==> config.mk <==
export PLATFORM = sky130hd
export DESIGN_NAME = buf2wdma_flat
export DESIGN_NICKNAME = d
export VERILOG_FILES = /design/src/rtl/buf2wdma_if.sv /design/src/rtl/buf2wdma.sv /design/src/flat_wrapper.sv
export SDC_FILE = /design/constraint.sdc
export NUM_CORES = 1
export LEC_CHECK = 0
export CORE_MARGIN = 1
export CORE_UTILIZATION = 40
export CTS_BUF_LIST = sky130_fd_sc_hd__clkbuf_4
export CTS_CLUSTER_SIZE = 40
export DETAILED_ROUTE_END_ITERATION = 6
export PLACE_DENSITY = 0.63
export SLEW_MARGIN = 10
export SYNTH_ARGS = -nofsm -noshare
export SYNTH_HDL_FRONTEND = slang
export SYNTH_SLANG_ARGS = --single-unit
==> constraint.sdc <==
create_clock -name clk -period 7.7 [get_ports clk]
set_input_delay 1.54 -clock clk [delete_from_list [all_inputs] [get_ports clk]]
set_output_delay 1.54 -clock clk [all_outputs]
set_load 0.02 [all_outputs]
### Cell sizes after repair, run 1

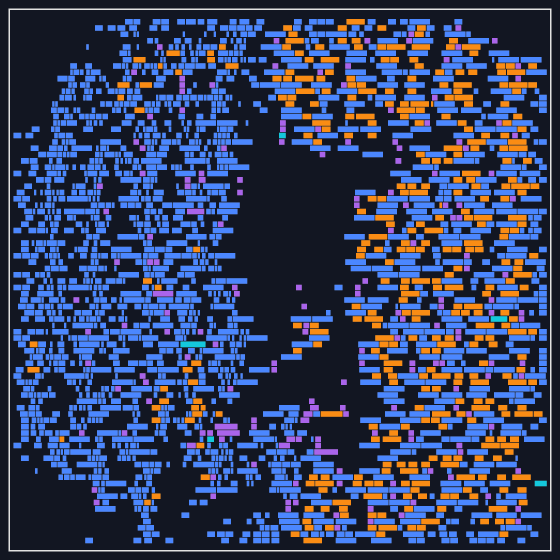
- blue: drive 1 or less (cells 1715; most used dfrtp_1)
- cyan: drive 6 and up (cells 5; most used inv_6)
- orange: drive 2 (cells 363; most used mux2_2)
- purple: drive 3 to 4 (cells 178; most used clkbuf_4)
buffers outside the clock class: 295
area grow syn2layout: 22.36%
Design Area, Final: 25920 µm²
crit path setup slack, layout: 0.1764 ns

### Routing congestion map, run 1

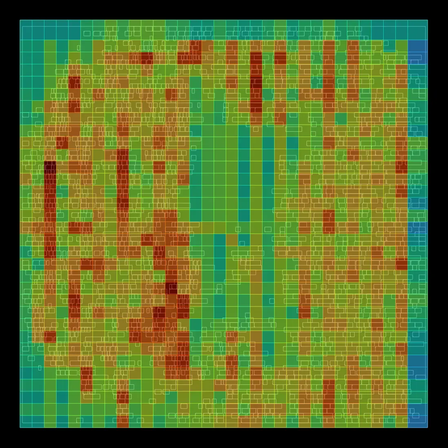
GRT met1 Usage: 28.45%
WL per Instance: 19.11 µm
met2 global-route usage: 34.30%
overall routing resource usage: 21.24%

### Clock distribution, run 1

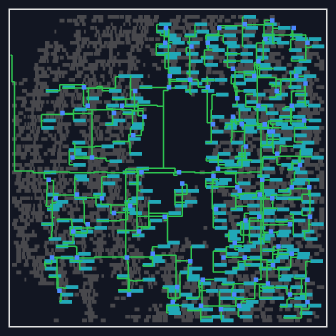
- cyan: flip-flops (count 351)
- blue: cells driving clock nets (count 96)
- green: clock wires (length 5400 µm)
- flops lie: widely spread
Clock Power: 1.65 mW
proportion of power drawn by the clock network: 17.3%
Late-Pin Clk Latency: 0.80 ns

==> reports/qor.csv, run 1 <==
stage;metric;value;unit
floorplan;cell row count;83;
setup_path;critical path arrival;5.98;ns
setup_path;critical path depth;23;
sta;Worst Tran Pin Value;1.072;ns
sta;RSZ-0062 raised after global routing;true;
power;total power;9.580;mW
place;weighted congestion reported at the end of routability-driven placement;0.9033;
clock_network;CTS sink cnt;351;
clock_network;clock input transition at the sequential cells of the worst setup and hold paths;0.07;ns
yosys;Avg Synthesized Cell Area;11.20;µm²
yosys;count of library flops with an enable pin;0;
power;leakage component of the power;11.18;nW
sta;Max Clk Rate;132.9;MHz
yosys;post-synthesis instance total;1891;
yosys;cell with the most instances after synthesis;sky130_fd_sc_hd__dfrtp_1;
setup_path;kind of end point of the critical path;output port;
detailed_routing;ANT nets after route;0;
floorplan;area of the core;51820;µm²
floorplan;count of boundary I/O pins;272;
yosys;number of synthesis warnings;0;
setup_path;CP max FO;4;
outcome;outcome;finished, final reports clean;
detailed_routing;number of design rule violations left after detail routing;0;
place;pre-CTS setup slack;0.5295;ns
yosys;basic-gate share of the synthesized area counting and, or, nand and nor cells;12.35;%
yosys;MUX area fraction;21.02;%
setup_path;FF-to-FF path depth;6;
detailed_routing;First-pass DRT Iterations;5;
clock_network;number of buffers inserted to repair setup after CTS;1;
min_path;worst hold path depth;0;
yosys;cell type with the highest aggregate area in the netlist;sky130_fd_sc_hd__dfrtp_1;
power;power per cell area;369.6;nW/µm²
power;maximum VDD drop;0.0001706;V
yosys;area share, top type;41.46;%
yosys;register bit count reported by yosys;351;
clock_network;Resize count post-CTS;11;
global_routing;first-pass GRT wire length;90.98;mm
sta;Slew Limit Headroom;28.50;%
place;DP Wirelength;38.69;mm
setup_path;Worst Path Required;6.16;ns
detailed_routing;highest metal layer with signal wires;met5;
-- run 1: layout make-up --
class | instances | area, µm²
diodes | 2 | 5.005
clock inverters | 20 | 116.4
fillers | 4711 | 25900
inverters | 53 | 198.9
flip-flops and latches | 351 | 8788
repair buffers | 295 | 2912
well taps | 680 | 850.8
multi-input cells | 1399 | 11980
clock buffers | 143 | 1074
-- run 1: metal layers --
layer,up-vias,track usage [%]
li1,7626,-
met1,8155,28.45
met2,395,34.30
met3,78,3.831
met4,2,7.525
met5,-,0
-- run 1: power by group --
group          switching (mW)  total, mW  internal (mW)
Combinational            2.23       4.81           2.57
Sequential              0.508       3.12           2.61
Clock                   0.778       1.65          0.876
Total                    3.52       9.58           6.06
### Gate families picked out, run 1

Bar = 50 µm.
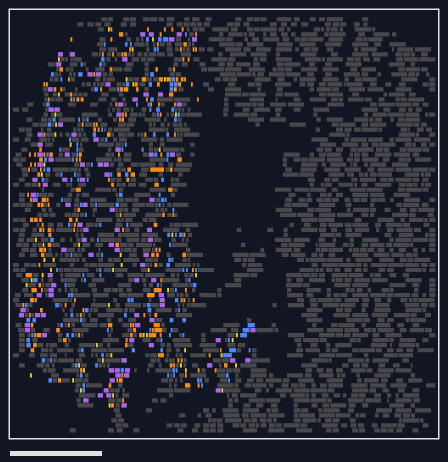

## Run 2: what changed since run 1
--- a/config.mk
+++ b/config.mk
@@ -5,6 +5,8 @@
 export SDC_FILE = /design/constraint.sdc
 export NUM_CORES = 1
 export LEC_CHECK = 0
+export ABC_AREA = 1
+export CORE_ASPECT_RATIO = 1.1
 export CORE_MARGIN = 1
 export CORE_UTILIZATION = 40
 export CTS_BUF_LIST = sky130_fd_sc_hd__clkbuf_4
### Gate families picked out, run 2

Bar = 50 µm.
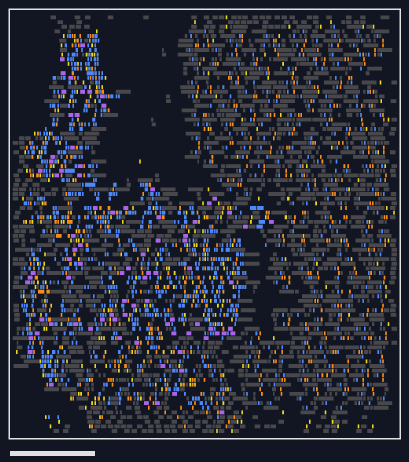
- orange: NOR gates (cells 507; most used nor2_1; where widely spread)
- purple: XOR/XNOR gates (cells 85; most used xor2_1)
- yellow: inverters (cells 274; most used inv_1; where widely spread)
- blue: NAND gates (cells 982; most used nand2_1; where widely spread)
final cell count without fillers: 4228
most common logic cell in the routed design: sky130_fd_sc_hd__nand2_1
logic share of the area: 44.71%

==> run 2 against run 1 <==
First-iteration DRC count up 45%. Global-route usage increased by 2.3 points. Final area up 4.0%. Clock-buffer cell count rose by 5. Synthesized cell count up 68%. Routed wire length rose by 20%. Sequential share of layout area shrank 1.3 points.
==> reports/qor.csv, run 2 <==
stage;metric;value;unit
layout;layout clock buffer count;148;
layout;inverter tally of the final layout excluding the clock network;274;
sta;RSZ-0062 raised after global routing;false;
setup_path;CP max FO;4;
detailed_routing;highest metal layer with signal wires;met5;
global_routing;met3 Resource Use GR;4.007;%
yosys;register bit count reported by yosys;351;
sta;Worst Tran Pin Value;0.9958;ns
global_routing;met2 global-route usage;39.75;%
setup_path;FF-to-FF path depth;10;
layout;cell type taking the most area;combinational gates;
clock_network;number of buffers inserted to repair setup after CTS;0;
setup_path;critical path depth;21;
layout;combinational gate count;2389;
min_path;worst hold path depth;0;
clock_network;Late-Pin Clk Latency;0.84;ns
power;reported combinational group power;5.44;mW
clock_network;clock input transition at the sequential cells of the worst setup and hold paths;0.07;ns
power;total power;10.29;mW
outcome;outcome;finished, final reports clean;
place;DP Wirelength;45.13;mm
power;net switching power of the design;4.745;mW
layout;Gate Area;12060;µm²
global_routing;GRT met1 Usage;29.92;%
yosys;basic-gate share of the synthesized area counting and, or, nand and nor cells;27.46;%
power;Clock Power;1.73;mW
### Cell sizes after repair, run 2

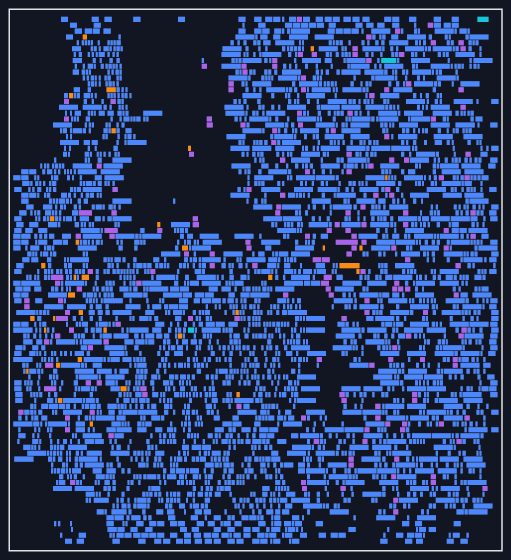
- blue: drive 1 or less (cells 3267; most used nand2_1)
- cyan: drive 6 and up (cells 3)
- orange: drive 2 (cells 34; most used clkinv_2)
- purple: drive 3 to 4 (cells 183; most used clkbuf_4)
area grow syn2layout: 20.08%
Design Area, Final: 26970 µm²
crit path setup slack, layout: 0.5868 ns
buffers outside the clock class: 292

run 2: cell types whose count changed after synthesis, moves of 27 or more:
cell                       previous run  this run
sky130_fd_sc_hd__nand3_1             40       103
sky130_fd_sc_hd__mux2_2             262         0
sky130_fd_sc_hd__inv_1               52       269
sky130_fd_sc_hd__xnor2_1             55        28
sky130_fd_sc_hd__nand2_1             87       773
sky130_fd_sc_hd__mux4_2              65         0
sky130_fd_sc_hd__nor2_1             111       462
sky130_fd_sc_hd__clkbuf_1            70       108
sky130_fd_sc_hd__and2_1              72         1
sky130_fd_sc_hd__a21oi_1             66       172
sky130_fd_sc_hd__nand4_1             16        98
sky130_fd_sc_hd__o21ai_0             98       468
sky130_fd_sc_hd__o31ai_1             34         2
Power is estimated from default activity; no workload was simulated.
